## src/rtl/fp_mult_pkg.sv

```systemverilog
// Shared types and helpers for the pipelined floating-point multiplier.
package fp_mult_pkg;

    typedef enum logic [2:0] {
        IEEE_near = 3'd0,
        IEEE_zero = 3'd1,
        IEEE_pinf = 3'd2,
        IEEE_ninf = 3'd3,
        near_up   = 3'd4,
        away_zero = 3'd5
    } rnd_e;

    // Bit positions inside the 8-bit status word.
    localparam int unsigned ST_ZERO    = 0;
    localparam int unsigned ST_INF     = 1;
    localparam int unsigned ST_NAN     = 2;
    localparam int unsigned ST_TINY    = 3;
    localparam int unsigned ST_HUGE    = 4;
    localparam int unsigned ST_INEXACT = 5;

    function automatic int unsigned fp_bias(input int unsigned exp_w);
        return (1 << (exp_w - 1)) - 1;
    endfunction

    function automatic int unsigned fp_width(input int unsigned exp_w, input int unsigned man_w);
        return 1 + exp_w + man_w;
    endfunction

    function automatic int unsigned fp_prod_width(input int unsigned man_w);
        return 2 * (man_w + 1);
    endfunction

endpackage

```

## src/rtl/fp_mult_core.sv

```systemverilog
// Combinational IEEE-754 multiply with FTZ inputs, flush-to-zero underflow and
// selectable rounding; any EXP_W/MAN_W format.
module fp_mult_core
    import fp_mult_pkg::*;
#(
    parameter int unsigned EXP_W = 8,
    parameter int unsigned MAN_W = 23
) (
    input  logic [fp_width(EXP_W, MAN_W)-1:0] a,
    input  logic [fp_width(EXP_W, MAN_W)-1:0] b,
    input  logic [2:0]                        rnd,
    output logic [fp_width(EXP_W, MAN_W)-1:0] z,
    output logic [7:0]                        status
);

    localparam int unsigned W  = fp_width(EXP_W, MAN_W);
    localparam int unsigned PW = fp_prod_width(MAN_W);
    localparam int unsigned XW = EXP_W + 2;
    localparam logic [XW-1:0] BIAS_X = XW'(fp_bias(EXP_W));
    localparam logic [XW-1:0] EMAX_X = XW'((1 << EXP_W) - 1);

    logic             sa, sb, s;
    logic [EXP_W-1:0] ea, eb;
    logic [MAN_W-1:0] fa, fb;
    logic             a_zero, b_zero, a_inf, b_inf, a_nan, b_nan;
    logic [PW-1:0]    prod;

    assign {sa, ea, fa} = a;
    assign {sb, eb, fb} = b;
    assign s      = sa ^ sb;
    // Denormal operands are treated as zero.
    assign a_zero = (ea == '0);
    assign b_zero = (eb == '0);
    assign a_inf  = (&ea) & ~(|fa);
    assign b_inf  = (&eb) & ~(|fb);
    assign a_nan  = (&ea) & (|fa);
    assign b_nan  = (&eb) & (|fb);
    assign prod   = PW'({1'b1, fa}) * PW'({1'b1, fb});

    logic             msb, guard, sticky, inc, to_inf, uflow, oflow;
    logic [MAN_W-1:0] frac;
    logic [MAN_W:0]   frac_r;
    logic [XW-1:0]    exp_n, exp_r;

    always_comb begin
        msb    = prod[PW-1];
        frac   = msb ? prod[PW-2 -: MAN_W] : prod[PW-3 -: MAN_W];
        guard  = msb ? prod[MAN_W] : prod[MAN_W-1];
        sticky = msb ? |prod[MAN_W-1:0] : |prod[MAN_W-2:0];
        exp_n  = {2'b00, ea} + {2'b00, eb} - BIAS_X + XW'(msb);

        unique case (rnd_e'(rnd))
            IEEE_zero: inc = 1'b0;
            IEEE_pinf: inc = ~s & (guard | sticky);
            IEEE_ninf: inc = s & (guard | sticky);
            near_up:   inc = guard;
            away_zero: inc = guard | sticky;
            default:   inc = guard & (sticky | frac[0]);
        endcase

        // A rounding carry leaves the fraction bits all zero, so only the exponent moves.
        frac_r = {1'b0, frac} + {{MAN_W{1'b0}}, inc};
        exp_r  = exp_n + XW'(frac_r[MAN_W]);
        uflow  = exp_r[XW-1] | (exp_r == '0);
        oflow  = ~exp_r[XW-1] & (exp_r >= EMAX_X);

        unique case (rnd_e'(rnd))
            IEEE_zero: to_inf = 1'b0;
            IEEE_pinf: to_inf = ~s;
            IEEE_ninf: to_inf = s;
            default:   to_inf = 1'b1;
        endcase

        z      = '0;
        status = '0;
        if (a_nan || b_nan || (a_inf && b_zero) || (b_inf && a_zero)) begin
            z               = {1'b0, {EXP_W{1'b1}}, 1'b1, {(MAN_W-1){1'b0}}};
            status[ST_NAN]  = 1'b1;
        end else if (a_inf || b_inf) begin
            z               = {s, {EXP_W{1'b1}}, {MAN_W{1'b0}}};
            status[ST_INF]  = 1'b1;
        end else if (a_zero || b_zero) begin
            z               = {s, {(W-1){1'b0}}};
            status[ST_ZERO] = 1'b1;
        end else if (oflow) begin
            z = to_inf ? {s, {EXP_W{1'b1}}, {MAN_W{1'b0}}}
                       : {s, {(EXP_W-1){1'b1}}, 1'b0, {MAN_W{1'b1}}};
            status[ST_HUGE]    = 1'b1;
            status[ST_INEXACT] = 1'b1;
        end else if (uflow) begin
            z                  = {s, {(W-1){1'b0}}};
            status[ST_TINY]    = 1'b1;
            status[ST_INEXACT] = 1'b1;
        end else begin
            z                  = {s, exp_r[EXP_W-1:0], frac_r[MAN_W-1:0]};
            status[ST_INEXACT] = guard | sticky;
        end
    end

endmodule

```

## src/rtl/fp_mult_pipe.sv

```systemverilog
// Pipelined FP multiplier with valid/ready handshake and pass-through tag.
// FP_MULT_STICKY_STATUS_EN adds clr_sticky and an accumulated sticky_status output.
module fp_mult_pipe
    import fp_mult_pkg::*;
#(
    parameter int unsigned EXP_W  = 8,
    parameter int unsigned MAN_W  = 23,
    parameter int unsigned STAGES = 3,
    parameter int unsigned TAG_W  = 4
) (
    input  logic                              clk,
    input  logic                              rst,
    input  logic                              in_valid,
    output logic                              in_ready,
    input  logic [fp_width(EXP_W, MAN_W)-1:0] a,
    input  logic [fp_width(EXP_W, MAN_W)-1:0] b,
    input  logic [2:0]                        rnd,
    input  logic [TAG_W-1:0]                  in_tag,
    output logic                              out_valid,
    input  logic                              out_ready,
    output logic [fp_width(EXP_W, MAN_W)-1:0] z,
    output logic [7:0]                        status,
    output logic [TAG_W-1:0]                  out_tag
`ifdef FP_MULT_STICKY_STATUS_EN
    ,
    input  logic                              clr_sticky,
    output logic [7:0]                        sticky_status
`endif
);

    localparam int unsigned W = fp_width(EXP_W, MAN_W);

    logic en;

    logic             s1_valid;
    logic [W-1:0]     s1_a, s1_b;
    logic [2:0]       s1_rnd;
    logic [TAG_W-1:0] s1_tag;

    logic [W-1:0] core_z;
    logic [7:0]   core_status;

    logic [STAGES:2]  vld;
    logic [W-1:0]     zq   [2:STAGES];
    logic [7:0]       stq  [2:STAGES];
    logic [TAG_W-1:0] tagq [2:STAGES];

    // Single global enable: the whole pipe freezes while the output beat is refused.
    assign en       = out_ready | ~out_valid;
    assign in_ready = en;

    fp_mult_core #(
        .EXP_W (EXP_W),
        .MAN_W (MAN_W)
    ) u_core (
        .a      (s1_a),
        .b      (s1_b),
        .rnd    (s1_rnd),
        .z      (core_z),
        .status (core_status)
    );

    always_ff @(posedge clk or posedge rst) begin
        if (rst) begin
            s1_valid <= 1'b0;
            s1_a     <= '0;
            s1_b     <= '0;
            s1_rnd   <= '0;
            s1_tag   <= '0;
            for (int i = 2; i <= int'(STAGES); i++) begin
                vld[i]  <= 1'b0;
                zq[i]   <= '0;
                stq[i]  <= '0;
                tagq[i] <= '0;
            end
        end else if (en) begin
            s1_valid <= in_valid;
            s1_a     <= a;
            s1_b     <= b;
            s1_rnd   <= rnd;
            s1_tag   <= in_tag;
            vld[2]   <= s1_valid;
            zq[2]    <= core_z;
            stq[2]   <= core_status;
            tagq[2]  <= s1_tag;
            for (int i = 3; i <= int'(STAGES); i++) begin
                vld[i]  <= vld[i-1];
                zq[i]   <= zq[i-1];
                stq[i]  <= stq[i-1];
                tagq[i] <= tagq[i-1];
            end
        end
    end

    assign out_valid = vld[STAGES];
    assign z         = zq[STAGES];
    assign status    = stq[STAGES];
    assign out_tag   = tagq[STAGES];

`ifdef FP_MULT_STICKY_STATUS_EN
    always_ff @(posedge clk or posedge rst) begin
        if (rst) begin
            sticky_status <= '0;
        end else if (clr_sticky) begin
            sticky_status <= '0;
        end else if (out_valid && out_ready) begin
            sticky_status <= sticky_status | status;
        end
    end
`endif

endmodule

```

## config.mk

```make
export PLATFORM = sky130hd
export DESIGN_NAME = fp_mult_pipe
export DESIGN_NICKNAME = d
export VERILOG_FILES = /design/src/rtl/fp_mult_pkg.sv /design/src/rtl/fp_mult_core.sv /design/src/rtl/fp_mult_pipe.sv
export SDC_FILE = /design/constraint.sdc
export NUM_CORES = 2
export LEC_CHECK = 0
export ABC_AREA = 1
export CELL_PAD_IN_SITES_DETAIL_PLACEMENT = 0
export CELL_PAD_IN_SITES_GLOBAL_PLACEMENT = 1
export CORE_UTILIZATION = 51
export DETAILED_ROUTE_END_ITERATION = 16
export GPL_TIMING_DRIVEN = 0
export PLACE_DENSITY = 0.95
export SETUP_SLACK_MARGIN = 0.4
export SYNTH_ARGS = -nofsm -noshare
export SYNTH_HDL_FRONTEND = slang
export SYNTH_SLANG_ARGS = --single-unit
```

## constraint.sdc

```tcl
create_clock -name clk -period 30 [get_ports clk]
set_input_delay 4.5 -clock clk [delete_from_list [all_inputs] [get_ports clk]]
set_output_delay 4.5 -clock clk [all_outputs]
set_load 0.02 [all_outputs]
```

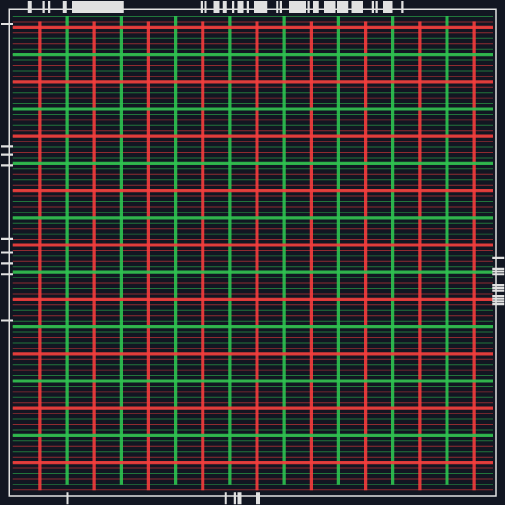
pdn.png
Scale: 2 px per um. Pins as bars on the die edge.
red -> VSS
green -> VDD
signal pins = 121
rows = 87
met4 straps = 17
Core Region: 56800 um^2

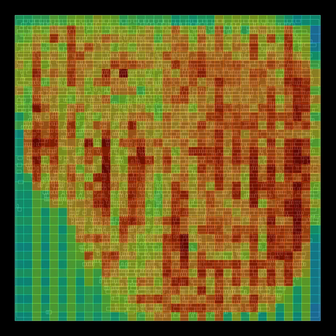
final_congestion.png
M3 GR Usage: 5.62%
grt met1 use: 43.0%
global route hottest layer: met2
wire per inst: 18.2 um

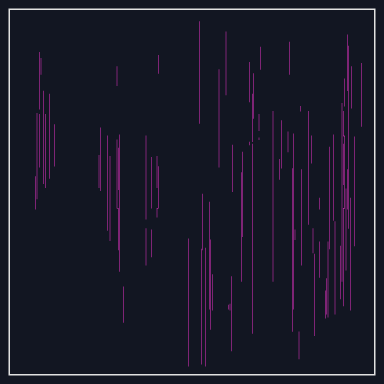
met4.png
Scale: 1.5 px per um.
wire length on this layer = 3820 um
main direction = vertical
longest straight run = 127 um
share of all routed wire = 4.2%
nets with wire on the layer = 72
Total Wirelength: 91400 um
via count: 25700

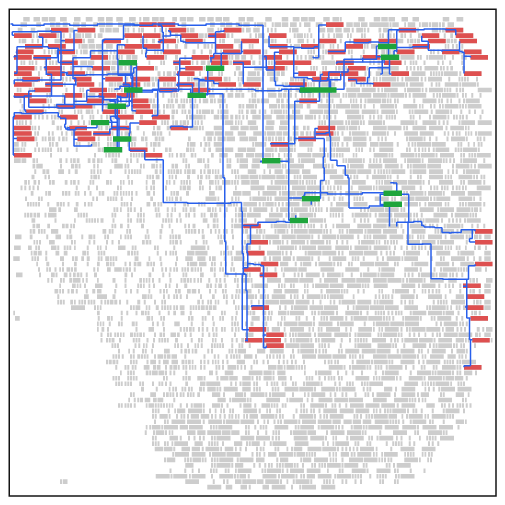
clock_map.png
Scale: 2 px per um.
red -> flip-flops  # count 158
green -> cells driving clock nets  # count 17
blue -> clock wires  # length 3040 um
routed clock nets = 18
clk latency late pin: 460 ps

==> metrics.csv <==
metric,value,unit
outcome,"finished, final reports clean",
largest_area_cell,fa_1,
drv_slew,0,
cts_setup_buffers,0,
seq_area,3950,um^2
flop_cell,dfrtp_1,
top_cells_by_area,"fa_1, nand2_1, inv_1, dfrtp_1, ha_1",
setup_tns,0,ps
clkbuf_count,18,
wl_met2,41900,um
ctsHoldBuffers,0,
fin_util,56.9,%
route.met3.wl,7920,um
clock_sinks,158,
cpMostUsedCell,nand2_1,
areaGrowthSynthToFinish,9.42,%
antenna_left,0,
instances_no_fill,5034,
avgSynthCellArea,7.16,um^2
finalNetCount,5011,
setup_ws,17450,ps
fin_crit,12550,ps
n_antenna_cell,0,
final_area,32300,um^2
seq_area_share,12.2,%
track_usage,32.2,%
synth_top_area_share,32.8,%
num-nonclk-buffers,303,
grt-ovfl-total,0,
comb_cells,2684,
worst_pin_slew,1100,ps
ys.flops,158,
crit_buf_inv,11,
crit_type,flop to flop,
worstReg2RegStart,s1_a[14]$_DFFE_PP0P_,
ys_sh_simple,24.8,%
seq_cells,158,
chipWidth,243,um
nNonClkInverters,1101,
cts_tree,built,
drtIter0Drc,2059,
clk_pin_slew_worst_paths,80,ps
reg2reg_depth,53,
numPortBuffers,118,
synth_cells,4126,
hold_class,flop to flop,
viasPerCell,5.11,
syn_area,29500,um^2
critical_path.top_delay_family,adder cells,
required,30350,ps
place_area,31700,um^2
slowest_stage,clkbuf_1,
mux_share,0,%
ys_sh_xor,1.13,%
cts_resized,0,
worst_setup_path_start_kind,flop,
netlist-cell-type-count,47,
cp.depth,53,
io_pins,121,
skew,20.3,ps
synth-edff-count,0,
worstSetupEndpoint,zq[37]$_DFFE_PP0P_,
slowest_delay,770,ps
htreeDepth,4,
hold_violations,0,
nonClkBufAreaFrac,6.54,%
warnings,30,
finalSetupViolations,0,
final_common_cell,nand2_1,
synthAdderAreaFrac,40.7,%
critPathMaxFanout,10,
fp-utilization,52.0,%
synthAoiAreaFrac,2.86,%
mostFrequentLayoutCells,"nand2_1, inv_1, fa_1, ha_1, dfrtp_1",
top_logic_kind,adder cells,
synth_top_cell_by_count,nand2_1,
hpwl,77800,um
dp_slack,17670,ps
yosysChipArea,29500,um^2
gp_congestion,0.995,
antenna_found_initial,1,
cp.arrival,12900,ps
cap_violations,0,
dieArea,58900,um^2
fmax,0.0797,GHz
die_y,243,um
top_layer,met5,
sh_comb_area,63.6,%
cts_buffers,17,
hold_depth,2,
row_count,87,
grt_pass1_wl,146000,um
fin_crit_sh,41.8,%
comb_area,20500,um^2
max_slew_margin,26.4,%
fill_cells,5437,
dpl.cell_count,5002,
dr.pass1.iters,5,
drc_errors,0,
r2r_end,zq[37]$_DFFE_PP0P_,
grt_max_degree,106,
synth_warnings,0,
grt_pass1_vias,26200,
clockNetworkAreaShare,1.91,%
crit_start,s1_a[14]$_DFFE_PP0P_,
wl_met1,37700,um
largest_cell_class,logic gates,
whs,472,ps
min_to,z[29]$_DFFE_PP0P_,
rsz0062_at_grt,false,
synth-async-reset-ratio,100,%
cp-end-kind,flop,
ys_top_cells_by_count,"nand2_1, inv_1, fa_1",
yosysCellCount,4126,
